<file path="src/rtl/mem_serial_pkg.sv">
// MEM stage shared definitions: memory op codes, FSM states, op decode helpers.
// Latency: n/a (package only).
// Backpressure: n/a.
package mem_serial_pkg;

    typedef logic [3:0] mem_op_bus_t;

    localparam mem_op_bus_t MEMOP_NONE = 4'd0;
    localparam mem_op_bus_t MEMOP_LB   = 4'd1;
    localparam mem_op_bus_t MEMOP_LH   = 4'd2;
    localparam mem_op_bus_t MEMOP_LW   = 4'd3;
    localparam mem_op_bus_t MEMOP_LBU  = 4'd4;
    localparam mem_op_bus_t MEMOP_LHU  = 4'd5;
    localparam mem_op_bus_t MEMOP_SB   = 4'd6;
    localparam mem_op_bus_t MEMOP_SH   = 4'd7;
    localparam mem_op_bus_t MEMOP_SW   = 4'd8;

    typedef enum logic [1:0] {
        MEMST_IDLE  = 2'd0,
        MEMST_LOAD  = 2'd1,
        MEMST_STORE = 2'd2
    } memst_e;

    // Number of bytes moved by an op; 0 for non-memory and unknown codes.
    function automatic logic [2:0] memop_width(input mem_op_bus_t op);
        case (op)
            MEMOP_LB, MEMOP_LBU, MEMOP_SB: memop_width = 3'd1;
            MEMOP_LH, MEMOP_LHU, MEMOP_SH: memop_width = 3'd2;
            MEMOP_LW, MEMOP_SW:            memop_width = 3'd4;
            default:                       memop_width = 3'd0;
        endcase
    endfunction

    function automatic logic memop_is_load(input mem_op_bus_t op);
        memop_is_load = (op == MEMOP_LB) || (op == MEMOP_LH) || (op == MEMOP_LW) ||
                        (op == MEMOP_LBU) || (op == MEMOP_LHU);
    endfunction

    function automatic logic memop_is_store(input mem_op_bus_t op);
        memop_is_store = (op == MEMOP_SB) || (op == MEMOP_SH) || (op == MEMOP_SW);
    endfunction

    // Halfword ops need addr[0]==0, word ops need addr[1:0]==0.
    function automatic logic memop_misaligned(input mem_op_bus_t op, input logic [1:0] a);
        case (memop_width(op))
            3'd2:    memop_misaligned = a[0];
            3'd4:    memop_misaligned = (a != 2'b00);
            default: memop_misaligned = 1'b0;
        endcase
    endfunction

endpackage

</file>
<file path="src/rtl/mem_serial_ldext.sv">
// Load extension: picks byte/half/word from 4 assembled little-endian bytes and sign/zero extends.
// Latency: combinational.
// Backpressure: none.
module mem_ldext
    import mem_serial_pkg::*;
(
    input  logic [31:0]  i_bytes,
    input  mem_op_bus_t  i_memop,
    output logic [31:0]  o_data
);

    // Extension selected by op; LW and anything else pass the word unchanged.
    always_comb begin
        o_data = i_bytes;
        case (i_memop)
            MEMOP_LB:  o_data = {{24{i_bytes[7]}}, i_bytes[7:0]};
            MEMOP_LBU: o_data = {24'd0, i_bytes[7:0]};
            MEMOP_LH:  o_data = {{16{i_bytes[15]}}, i_bytes[15:0]};
            MEMOP_LHU: o_data = {16'd0, i_bytes[15:0]};
            default:   o_data = i_bytes;
        endcase
    end

endmodule

</file>
<file path="src/rtl/mem_serial.sv">
// MEM stage: ALU pass-through in 1 cycle; loads/stores run byte-serially on a byte-wide sync RAM.
// Latency: NONE 1 cycle, load n+2, store n+1 cycles (n = access bytes).
// Backpressure: stallreq_o holds upstream until the access drains. Optional MEM_MISALIGN_TRAP_EN adds misalign_o.
module mem_serial
    import mem_serial_pkg::*;
#(
    parameter int ADDR_W = 17
) (
    input  logic              clk,
    input  logic              rst,
    input  logic              ex_valid_i,
    input  logic [4:0]        wd_i,
    input  logic              wreg_i,
    input  logic [31:0]       wdata_i,
    input  logic [3:0]        memop_i,
    input  logic [31:0]       mem_addr_i,
    input  logic [31:0]       mem_data_i,
    input  logic [7:0]        ram_din_i,
    output logic [ADDR_W-1:0] ram_a_o,
    output logic [7:0]        ram_dout_o,
    output logic              ram_wr_o,
    output logic              stallreq_o,
    output logic              wb_valid_o,
    output logic [4:0]        wd_o,
    output logic              wreg_o,
    output logic [31:0]       wdata_o
`ifdef MEM_MISALIGN_TRAP_EN
    ,
    output logic              misalign_o
`endif
);

    memst_e            r_state;
    memst_e            w_state_nxt;
    logic [2:0]        r_cnt;
    mem_op_bus_t       r_op;
    logic [ADDR_W-1:0] r_addr;
    logic [31:0]       r_data;
    logic [4:0]        r_wd;
    logic              r_wreg;
    logic [31:0]       r_bytes;

    logic [2:0]        w_n;
    logic              w_misalign;
    logic              w_is_mem;
    logic              w_start;
    logic              w_stall;
    logic [2:0]        w_lane_full;
    logic [31:0]       w_bytes_cur;
    logic [31:0]       w_ext;
    logic [ADDR_W-1:0] w_next_a;
    logic [7:0]        w_sbyte;
    logic              w_unused_addr;

    assign w_unused_addr = ^mem_addr_i[31:ADDR_W];

    assign w_n      = memop_width(r_op);
    assign w_is_mem = memop_is_load(memop_i) || memop_is_store(memop_i);
`ifdef MEM_MISALIGN_TRAP_EN
    assign w_misalign = ex_valid_i && w_is_mem && memop_misaligned(memop_i, mem_addr_i[1:0]);
`else
    assign w_misalign = 1'b0;
`endif
    assign w_start  = ex_valid_i && w_is_mem && !w_misalign;

    // Byte k of the access sits at r_addr + k, wrapping at the RAM size.
    assign w_next_a = r_addr + {{(ADDR_W-3){1'b0}}, r_cnt};
    assign w_sbyte  = r_data[{r_cnt[1:0], 3'b000} +: 8];

    // Read data for lane k arrives two LOAD cycles after the counter starts.
    assign w_lane_full = r_cnt - 3'd2;

    // Merge the byte arriving this cycle so the last lane reaches writeback without an extra cycle.
    always_comb begin
        w_bytes_cur = r_bytes;
        if ((r_state == MEMST_LOAD) && (r_cnt >= 3'd2))
            w_bytes_cur[{w_lane_full[1:0], 3'b000} +: 8] = ram_din_i;
    end

    mem_ldext u_ldext (
        .i_bytes (w_bytes_cur),
        .i_memop (r_op),
        .o_data  (w_ext)
    );

    // Next state and stall request; stall drops in the final cycle so upstream advances in step.
    always_comb begin
        w_state_nxt = r_state;
        w_stall     = 1'b0;
        case (r_state)
            MEMST_IDLE: begin
                if (w_start) begin
                    w_stall     = 1'b1;
                    w_state_nxt = memop_is_load(memop_i) ? MEMST_LOAD : MEMST_STORE;
                end
            end
            MEMST_LOAD: begin
                w_stall = (r_cnt <= w_n);
                if (r_cnt == (w_n + 3'd1))
                    w_state_nxt = MEMST_IDLE;
            end
            MEMST_STORE: begin
                w_stall = (r_cnt < w_n);
                if (r_cnt == w_n)
                    w_state_nxt = MEMST_IDLE;
            end
            default: w_state_nxt = MEMST_IDLE;
        endcase
    end

    // Stall is forced low while reset is asserted so every output reads 0 in reset.
    assign stallreq_o = rst & w_stall;

    // State register.
    always_ff @(posedge clk or negedge rst) begin
        if (!rst)
            r_state <= MEMST_IDLE;
        else
            r_state <= w_state_nxt;
    end

    // Datapath: access latching, RAM drive, byte capture and writeback registers.
    always_ff @(posedge clk or negedge rst) begin
        if (!rst) begin
            r_cnt      <= 3'd0;
            r_op       <= MEMOP_NONE;
            r_addr     <= '0;
            r_data     <= 32'd0;
            r_wd       <= 5'd0;
            r_wreg     <= 1'b0;
            r_bytes    <= 32'd0;
            ram_a_o    <= '0;
            ram_dout_o <= 8'd0;
            ram_wr_o   <= 1'b0;
            wb_valid_o <= 1'b0;
            wd_o       <= 5'd0;
            wreg_o     <= 1'b0;
            wdata_o    <= 32'd0;
`ifdef MEM_MISALIGN_TRAP_EN
            misalign_o <= 1'b0;
`endif
        end else begin
            wb_valid_o <= 1'b0;
            wreg_o     <= 1'b0;
            ram_wr_o   <= 1'b0;
`ifdef MEM_MISALIGN_TRAP_EN
            misalign_o <= 1'b0;
`endif
            case (r_state)
                MEMST_IDLE: begin
                    r_cnt <= 3'd1;
                    if (w_misalign) begin
                        wb_valid_o <= 1'b1;
                        wd_o       <= wd_i;
`ifdef MEM_MISALIGN_TRAP_EN
                        misalign_o <= 1'b1;
`ifndef SYNTHESIS
                        $display("mem_serial: misaligned access op=%0d addr=%h", memop_i, mem_addr_i);
`endif
`endif
                    end else if (w_start) begin
                        r_op    <= memop_i;
                        r_addr  <= mem_addr_i[ADDR_W-1:0];
                        r_data  <= mem_data_i;
                        r_wd    <= wd_i;
                        r_wreg  <= wreg_i;
                        r_bytes <= 32'd0;
                        ram_a_o <= mem_addr_i[ADDR_W-1:0];
                        if (memop_is_store(memop_i)) begin
                            ram_wr_o   <= 1'b1;
                            ram_dout_o <= mem_data_i[7:0];
                        end
                    end else if (ex_valid_i) begin
                        wb_valid_o <= 1'b1;
                        wd_o       <= wd_i;
                        wreg_o     <= wreg_i;
                        wdata_o    <= wdata_i;
                    end
                end
                MEMST_LOAD: begin
                    r_cnt   <= r_cnt + 3'd1;
                    r_bytes <= w_bytes_cur;
                    if (r_cnt < w_n)
                        ram_a_o <= w_next_a;
                    if (r_cnt == (w_n + 3'd1)) begin
                        wb_valid_o <= 1'b1;
                        wd_o       <= r_wd;
                        wreg_o     <= r_wreg;
                        wdata_o    <= w_ext;
                    end
                end
                MEMST_STORE: begin
                    r_cnt <= r_cnt + 3'd1;
                    if (r_cnt < w_n) begin
                        ram_a_o    <= w_next_a;
                        ram_dout_o <= w_sbyte;
                        ram_wr_o   <= 1'b1;
                    end else begin
                        wb_valid_o <= 1'b1;
                        wd_o       <= r_wd;
                    end
                end
                default: r_cnt <= 3'd0;
            endcase
        end
    end

endmodule

</file>
<file path="config.mk">
export PLATFORM = sky130hd
export DESIGN_NAME = mem_serial
export DESIGN_NICKNAME = d
export VERILOG_FILES = /design/src/rtl/mem_serial_pkg.sv /design/src/rtl/mem_serial_ldext.sv /design/src/rtl/mem_serial.sv
export SDC_FILE = /design/constraint.sdc
export NUM_CORES = 1
export LEC_CHECK = 0
export CELL_PAD_IN_SITES_DETAIL_PLACEMENT = 1
export CELL_PAD_IN_SITES_GLOBAL_PLACEMENT = 2
export CORE_MARGIN = 4
export CORE_UTILIZATION = 36
export DETAILED_ROUTE_END_ITERATION = 8
export PLACE_DENSITY = 0.86
export REMOVE_ABC_BUFFERS = 1
export SETUP_SLACK_MARGIN = 0.05
export SLEW_MARGIN = 15
export SYNTH_ARGS = -nofsm -noshare
export SYNTH_HDL_FRONTEND = slang
export SYNTH_SLANG_ARGS = --single-unit
</file>
<file path="constraint.sdc">
create_clock -name clk -period 6 [get_ports clk]
set_input_delay 0.6 -clock clk [delete_from_list [all_inputs] [get_ports clk]]
set_output_delay 0.6 -clock clk [all_outputs]
set_load 0.03 [all_outputs]
</file>
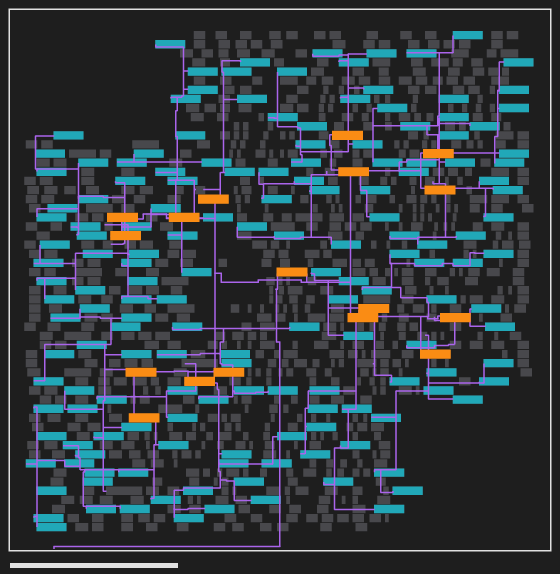
**Above:** run 1 (clock distribution).
Scale bar: 50 µm.
legend:
  cells driving clock nets:
    colour: orange
    count: 17
  flip-flops:
    colour: cyan
    count: 161
  clock wires:
    colour: purple
    length: 2400 µm
flops lie: widely spread
worst skew pair latency: 430 ps
Clk. pwr: 1.13 mW
Clock power frac: 18.5%
clock skew: 11.33 ps

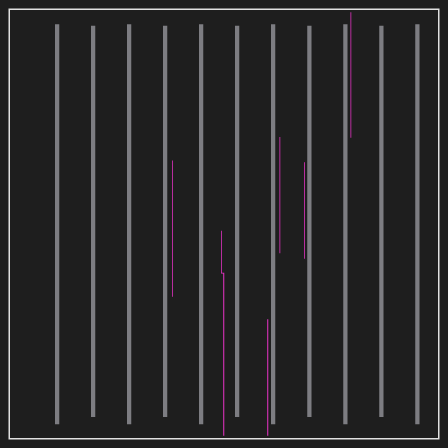
**Above:** run 1 (signal wires on met4).
Supply wires on this layer in grey.
share of all routed wire: 1.3%
nets with wire on the layer: 5
wire length on this layer: 299 µm
main direction: vertical
longest straight run: 61.1 µm
Routed WL: 23870 µm
routed vias: 6392

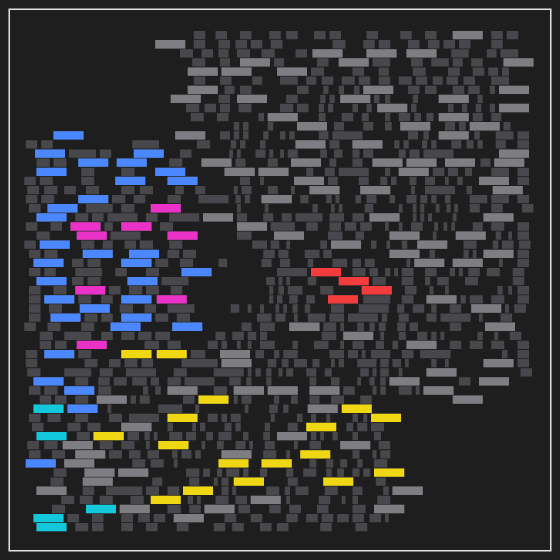
**Above:** run 1 (where the registers sit).
legend:
  r_data:
    colour: blue
    placed_flops: 32
    where: middle left
  wd_o:
    colour: cyan
    placed_flops: 5
    where: lower left
  ram_dout_o:
    colour: magenta
    placed_flops: 8
    where: middle left
  r_op:
    colour: red
    placed_flops: 4
  r_addr:
    colour: yellow
    placed_flops: 17
not coloured: 95
flop share of the area: 36.61%
fin util: 48.17%
P_seq: 1.86 mW
sequential cell area: 4029 µm²

==> impl_metrics.env, run 1 <==
# source this file to load flow results
export IMPL_tapCellCount=313
export IMPL_post_route_cell_area_um2=11000
export IMPL_cts_buffers=17
export IMPL_diodes=0
export IMPL_portBuffers=167
export IMPL_status="complete, no violations"
export IMPL_top_regs="r_bytes: 32 flops, r_data: 32 flops, wdata_o: 32 flops"
export IMPL_ys_area_um2=8447
export IMPL_simple_gate_area_share_pct=10.07
export IMPL_crit_type="flop to output pin"
export IMPL_drc=0
export IMPL_clkCellAreaFrac_pct=5.446
export IMPL_drive_gt1_share_pct=21.16
export IMPL_reg2reg_setup_slack_ps=2890
export IMPL_preCtsSetupSlack_ps=2620
export IMPL_ff_type="dfrtp_1"
export IMPL_path_delay_family="buffers and inverters"
export IMPL_setup_viol=0
export IMPL_hold_ws_ps=61.09
export IMPL_inverters=25
export IMPL_busiest_layer="met2"
export IMPL_reg2reg_to="wdata_o[31]$_DFFE_PN0P_"
export IMPL_slew_violations=0
export IMPL_sequentialPowerShare_pct=30.5
export IMPL_min_path_type="input pin to asynchronous set/reset pin"
export IMPL_met2_usage_pct=30.68
export IMPL_synth_cellmix_compoundShare_pct=13.17
==> run 2: changes to the inputs <==
--- a/config.mk
+++ b/config.mk
@@ -8,9 +8,9 @@
 export CELL_PAD_IN_SITES_DETAIL_PLACEMENT = 1
 export CELL_PAD_IN_SITES_GLOBAL_PLACEMENT = 2
 export CORE_MARGIN = 4
-export CORE_UTILIZATION = 36
+export CORE_UTILIZATION = 33
 export DETAILED_ROUTE_END_ITERATION = 8
-export PLACE_DENSITY = 0.86
+export PLACE_DENSITY = 0.8
 export REMOVE_ABC_BUFFERS = 1
 export SETUP_SLACK_MARGIN = 0.05
 export SLEW_MARGIN = 15
==> constraint.sdc (replaced) <==
create_clock -name clk -period 3.7 [get_ports clk]
set_input_delay 0.37 -clock clk [delete_from_list [all_inputs] [get_ports clk]]
set_output_delay 0.37 -clock clk [all_outputs]
set_load 0.03 [all_outputs]
==> run 2 against run 1 <==
Compared with the run above:
- sequential power rose by 63%
- synthesized cell count did not move
- final cell count rose by 2.1%
- highest routed layer is now met5
- via count fell by 0.69%
- register-to-register slack got worse by 2300 ps
- worst setup slack got worse by 1900 ps
- utilization fell by 4.2 points
- non-clock buffer count rose by 8
- clock skew rose by 6.0 ps
- clock-buffer cell count rose by 1
==> impl_metrics.env, run 2 <==
# source this file to load flow results
export IMPL_crit_required_ps=3330
export IMPL_synth_cellmix_compoundShare_pct=13.17
export IMPL_pg_clk_mw=1.78
export IMPL_drc=0
export IMPL_tapCellCount=330
export IMPL_clkCellAreaFrac_pct=5.267
export IMPL_utilization_pct=43.96
export IMPL_cts_root_buf="clkbuf_16"
export IMPL_crit_type="flop to output pin"
export IMPL_status="complete, no violations"
export IMPL_cts_buffers=17
export IMPL_sequentialPowerShare_pct=30.8
export IMPL_slew_violations=0
export IMPL_top_regs="r_bytes: 32 flops, r_data: 32 flops, wdata_o: 32 flops"
export IMPL_inverters=25
export IMPL_flop_area_um2=4029
export IMPL_ys_area_um2=8447
export IMPL_min_path_type="input pin to asynchronous set/reset pin"
export IMPL_wirelength_um=23260
export IMPL_preCtsSetupSlack_ps=530.9
export IMPL_ff_type="dfrtp_1"
export IMPL_busiest_layer="met2"
export IMPL_via_count=6348
export IMPL_hold_ws_ps=445.1
export IMPL_power_sequential_mw=3.04
export IMPL_insertion_delay_ps=440
export IMPL_gp_congestion=0.7673
export IMPL_simple_gate_area_share_pct=10.07
export IMPL_reg2reg_setup_slack_ps=640
export IMPL_met2_usage_pct=28.00
export IMPL_p_clk_share_pct=18.0
export IMPL_diodes=0
export IMPL_synth_mux_area_fraction_pct=21.63
export IMPL_setup_viol=0
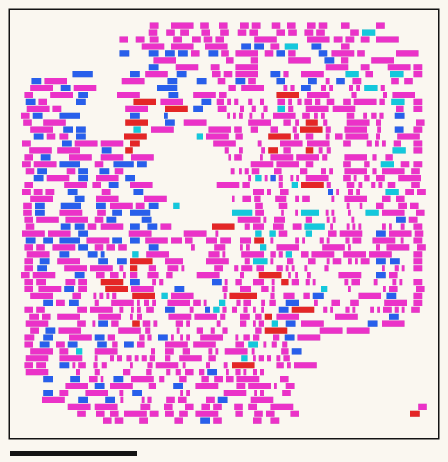
**Above:** run 2 (sizing map).
Scale bar: 50 µm.
legend:
  drive 2:
    colour: blue
    cells: 134
    share: 15%
  drive 1 or less:
    colour: magenta
    cells: 709
    share: 78%
  drive 6 and up:
    colour: red
    cells: 29
    share: 3.2%
  drive 3 to 4:
    colour: cyan
    cells: 34
    share: 3.8%
bufs w/o clock: 185
fin area: 11070 µm²
synthesis-to-layout area growth: 31.06%
final worst slack: 330.6 ps

No activity file was given, so power comes from the tool's default toggle rates.
